File: src/rtl/register_reader_pkg.sv
// Shared types and default geometry for the latch register bank
// and its serial read-side companion.
package register_reader_pkg;

    localparam int RR_WIDTH = 8;
    localparam int RR_DEPTH = 8;
    localparam int RR_AW    = 3;

    typedef enum logic [1:0] {
        ST_IDLE,
        ST_LOAD,
        ST_SHIFT,
        ST_DONE
    } state_e;

endpackage

File: src/rtl/register_reader_piso_shifter.sv
// Parallel-in serial-out shift register, LSB first, zero fill.
// Load has priority over shift.
module piso_shifter
    import register_reader_pkg::*;
#(
    parameter int WIDTH = RR_WIDTH
) (
    input  logic             clk,
    input  logic             rst,
    input  logic             load,
    input  logic             shift_en,
    input  logic [WIDTH-1:0] din,
    output logic             sout
);

    logic [WIDTH-1:0] data_q;
    logic [WIDTH-1:0] data_d;

    always_comb begin
        data_d = data_q;
        if (load) begin
            data_d = din;
        end else if (shift_en) begin
            data_d = {1'b0, data_q[WIDTH-1:1]};
        end
    end

    always_ff @(posedge clk or posedge rst) begin
        if (rst) begin
            data_q <= '0;
        end else begin
            data_q <= data_d;
        end
    end

    assign sout = data_q[0];

endmodule

File: src/rtl/register_reader.sv
// Reads one register of the latch bank and streams it LSB-first
// over a valid/ready bit stream, then presents it in parallel.
module register_reader
    import register_reader_pkg::*;
#(
    parameter int WIDTH = RR_WIDTH,
    parameter int DEPTH = RR_DEPTH,
    parameter int AW    = RR_AW
) (
    input  logic               clk,
    input  logic               rst,
    input  logic [WIDTH*DEPTH-1:0] bank,
    input  logic [AW-1:0]      addr,
    input  logic               start,
    output logic               busy,
    output logic               sout,
    output logic               sout_valid,
    input  logic               sout_ready,
    output logic [WIDTH-1:0]   dout,
    output logic               done,
    output logic               err
);

    localparam int CW = $clog2(WIDTH + 1);

    state_e           state_q, state_d;
    logic [AW-1:0]    addr_q, addr_d;
    logic [CW-1:0]    cnt_q, cnt_d;
    logic [WIDTH-1:0] word_q, word_d;
    logic [WIDTH-1:0] dout_q, dout_d;
    logic             err_pend_q, err_pend_d;
    logic             err_q, err_d;
    logic             busy_q, busy_d;
    logic             valid_q, valid_d;
    logic             done_q, done_d;

    logic [WIDTH-1:0] sel_word;
    logic [WIDTH-1:0] snap;
    logic             in_range;
    logic             load;
    logic             shift_en;

    // Decode by comparison so an out-of-range index never slices past bank.
    always_comb begin
        sel_word = '0;
        in_range = 1'b0;
        for (int i = 0; i < DEPTH; i++) begin
            if (addr_q == AW'(i)) begin
                sel_word = bank[i*WIDTH +: WIDTH];
                in_range = 1'b1;
            end
        end
        snap = in_range ? sel_word : '0;
    end

    always_comb begin
        state_d    = state_q;
        addr_d     = addr_q;
        cnt_d      = cnt_q;
        word_d     = word_q;
        dout_d     = dout_q;
        err_pend_d = err_pend_q;
        err_d      = err_q;
        load       = 1'b0;
        shift_en   = 1'b0;

        unique case (state_q)
            ST_IDLE: begin
                if (start) begin
                    addr_d  = addr;
                    err_d   = 1'b0;
                    state_d = ST_LOAD;
                end
            end
            ST_LOAD: begin
                load       = 1'b1;
                word_d     = snap;
                err_pend_d = !in_range;
                cnt_d      = '0;
                state_d    = ST_SHIFT;
            end
            ST_SHIFT: begin
                if (sout_ready) begin
                    shift_en = 1'b1;
                    cnt_d    = cnt_q + 1'b1;
                    if (cnt_q == CW'(WIDTH - 1)) begin
                        dout_d  = word_q;
                        err_d   = err_pend_q;
                        state_d = ST_DONE;
                    end
                end
            end
            ST_DONE: begin
                state_d = ST_IDLE;
            end
            default: begin
                state_d = ST_IDLE;
            end
        endcase

        // Status flags are registered from the next state.
        busy_d  = (state_d != ST_IDLE);
        valid_d = (state_d == ST_SHIFT);
        done_d  = (state_d == ST_DONE);
    end

    always_ff @(posedge clk or posedge rst) begin
        if (rst) begin
            state_q    <= ST_IDLE;
            addr_q     <= '0;
            cnt_q      <= '0;
            word_q     <= '0;
            dout_q     <= '0;
            err_pend_q <= 1'b0;
            err_q      <= 1'b0;
            busy_q     <= 1'b0;
            valid_q    <= 1'b0;
            done_q     <= 1'b0;
        end else begin
            state_q    <= state_d;
            addr_q     <= addr_d;
            cnt_q      <= cnt_d;
            word_q     <= word_d;
            dout_q     <= dout_d;
            err_pend_q <= err_pend_d;
            err_q      <= err_d;
            busy_q     <= busy_d;
            valid_q    <= valid_d;
            done_q     <= done_d;
        end
    end

    piso_shifter #(
        .WIDTH (WIDTH)
    ) u_shifter (
        .clk      (clk),
        .rst      (rst),
        .load     (load),
        .shift_en (shift_en),
        .din      (snap),
        .sout     (sout)
    );

    assign busy       = busy_q;
    assign sout_valid = valid_q;
    assign dout       = dout_q;
    assign done       = done_q;
    assign err        = err_q;

endmodule

File: config.mk
export PLATFORM = sky130hd
export DESIGN_NAME = register_reader
export DESIGN_NICKNAME = d
export VERILOG_FILES = /design/src/rtl/register_reader_pkg.sv /design/src/rtl/register_reader_piso_shifter.sv /design/src/rtl/register_reader.sv
export SDC_FILE = /design/constraint.sdc
export NUM_CORES = 1
export LEC_CHECK = 0
export CAP_MARGIN = 25
export CORE_MARGIN = 2
export CORE_UTILIZATION = 35
export DETAILED_ROUTE_END_ITERATION = 7
export PLACE_DENSITY = 0.65
export REMOVE_ABC_BUFFERS = 1
export SYNTH_ARGS = -nofsm -noshare
export SYNTH_HDL_FRONTEND = slang
export SYNTH_SLANG_ARGS = --single-unit
File: constraint.sdc
create_clock -name clk -period 4.5 [get_ports clk]
set_clock_uncertainty 0.1 [all_clocks]
set_input_delay 0.45 -clock clk [delete_from_list [all_inputs] [get_ports clk]]
set_output_delay 0.45 -clock clk [all_outputs]
set_load 0.005 [all_outputs]
==> results.sh <==
# source this file to load flow results
export IMPL_outcome="complete, no violations"
export IMPL_nClkBuffers=6
export IMPL_ctsHtreeMaxLevel=2
export IMPL_gr_total_overflow=0
export IMPL_insertion_delay_ns=0.29
export IMPL_comb_share_pct=35.5
export IMPL_setup_ws_ns=2.14
export IMPL_cts_tree="yes"
export IMPL_tightestPinTransition_ns=1.08
export IMPL_maxSlewViolCount=0
export IMPL_cp_slowest_cell="a21oi_1"
export IMPL_signal_buffers=85
export IMPL_avgSynthCellArea_sq_um=10.3
export IMPL_num_fill_cells=603
export IMPL_area_delta_synth_final_pct=40.2
export IMPL_instances_no_fill=379
export IMPL_cts_sinks=38
export IMPL_clkTransAtPathRegs_ns=0.07
export IMPL_critPathKind="register to register"
export IMPL_synth_seq_area_share_pct=41.5
export IMPL_ys_sh_mux_pct=16.1
export IMPL_antenna_cells=0
export IMPL_drt_initial_drc_count=87
export IMPL_cts_repair_resize_count=0
export IMPL_grt_pass1_vias=1956
export IMPL_die_h_microns=84.9
export IMPL_nNonClkInverters=23
export IMPL_cell_internal_pwr_w=0.00104
export IMPL_powerSeq_w=0.000659
export IMPL_bufAreaShareNonClock_pct=26.3
export IMPL_crit_path_frequent_cell="a21oi_1"
export IMPL_placed_cell_area_sq_um=3120
export IMPL_holdCritPathClass="register to register"
export IMPL_total_leakage_power_nw=1.38
export IMPL_netlist_area_leader_share_pct=41.5
export IMPL_flop_area_sq_um=951
export IMPL_final_layout_size_suffix_gt1_share_pct=10.9
export IMPL_clock_root_buffer="clkbuf_8"
export IMPL_ios=84
export IMPL_mappedNetlistArea_sq_um=2290
export IMPL_synth_area_leader_cell="dfrtp_1"
export IMPL_place_congestion=0.732
export IMPL_holdCritStartpoint="word_q[0]"
export IMPL_cts_hold_buffers=0
export IMPL_comb_cell_power_w=0.000792
export IMPL_total_power_w=0.00170
export IMPL_finalHoldWorstSlack_ns=0.392
export IMPL_die_area_sq_um=7210
export IMPL_rr_endpoint="u_shifter.data_q[6]"
export IMPL_ys_sh_xor_pct=0.764
export IMPL_synth_flops=38
export IMPL_slew_headroom_pct=28.1
export IMPL_synthAdderAreaFrac_pct=2.18
export IMPL_rr_worst_depth=4
export IMPL_crit_buf_inv=0
export IMPL_logic_area_sq_um=1140
export IMPL_maxCapViolCount=0
export IMPL_post_route_period_util_pct=52.4
export IMPL_yosys_area_sq_um=2290
export IMPL_switchingPower_w=0.000659
export IMPL_pre_cts_slack_ns=1.86
export IMPL_dp_cells=371
export IMPL_startpoint="state_q[0]"
export IMPL_power_share_combinational_pct=46.7
export IMPL_swShare_pct=38.8
export IMPL_cp_depth=4
export IMPL_required_ns=4.61
export IMPL_top_power_group="combinational cells"
export IMPL_period_needed_ns=2.36
export IMPL_grt_pass1_wl_mm=9.40
export IMPL_top_usage_layer="met2"
export IMPL_crit_path_end_kind="register"
export IMPL_p_clk_share_pct=14.5
export IMPL_cts_buffers=5
export IMPL_area_dominant_class="multi-input combinational cells"
export IMPL_top_cell="dfrtp_1"
export IMPL_crit_path_end="u_shifter.data_q[6]"
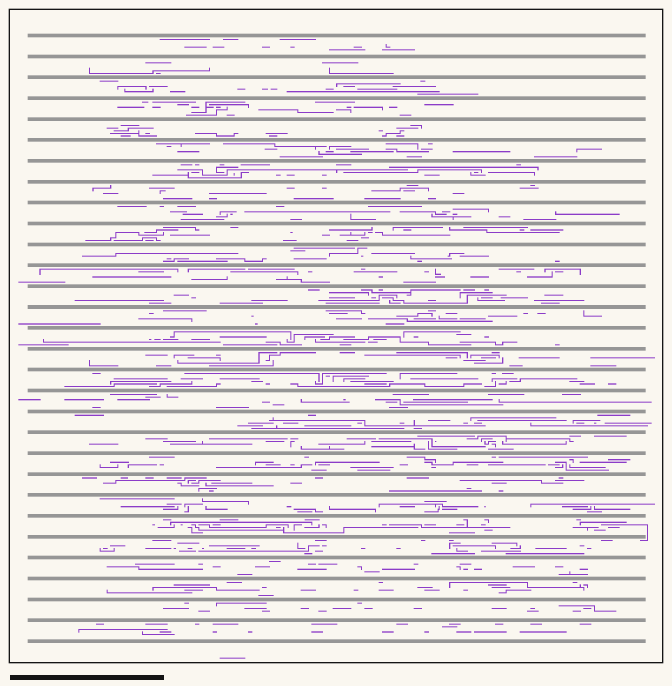
met1.png
Scale bar: 20 microns. Supply wires on this layer in grey.
The layer carries 2520 microns of wire. The longest straight run is 23.5 microns.

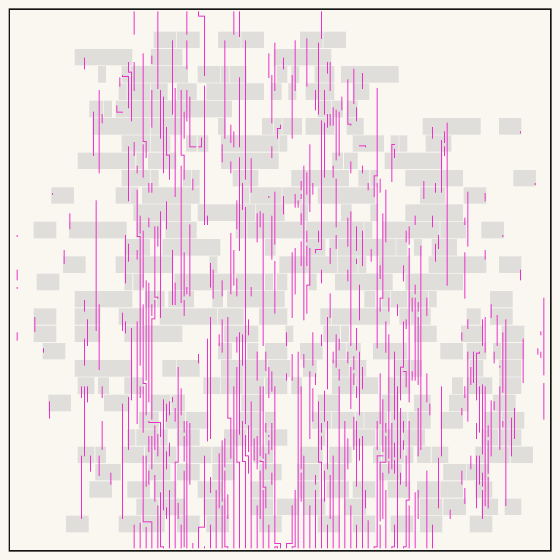
met2.png
The longest straight run is 34.0 microns. The layer carries 2820 microns of wire. 315 nets have wire on it.
met2 GRT Util: 27.6%
Vias: 1913
Post-Route WL: 5.63 mm

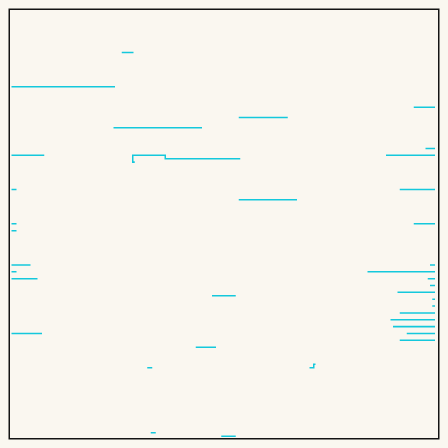
met3.png
The layer carries 204 microns of wire. 31 nets have wire on it. The wires run mostly horizontal. The longest straight run is 20.2 microns. The layer holds 3.6% of the routed length.
met3 GRT Util: 3.70%

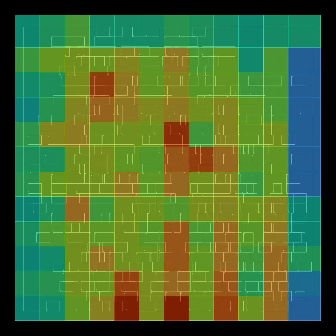
final_congestion.png
Total GRT Usage: 16.2%
GR Util met1: 20.7%
WL per Instance: 14.9 microns

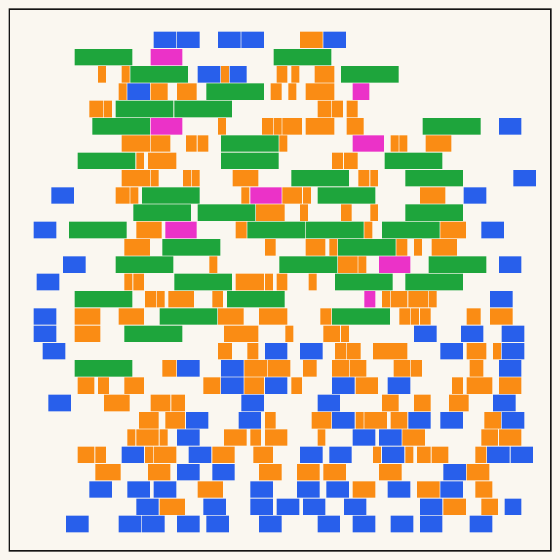
cell_classes.png
Green stands for flip-flops, cells 38, share of their area 30%. Blue stands for other buffers and delay cells, cells 85, share of their area 27%. Magenta stands for clock drivers and dummy loads, cells 8, share of their area 3.0%. Orange stands for all other logic, cells 171, share of their area 39%.
sequential cell area share: 29.6%
cell row count: 29
Design Area, Final: 3210 sq um
Final Util: 50.6%
core box area: 6350 sq um

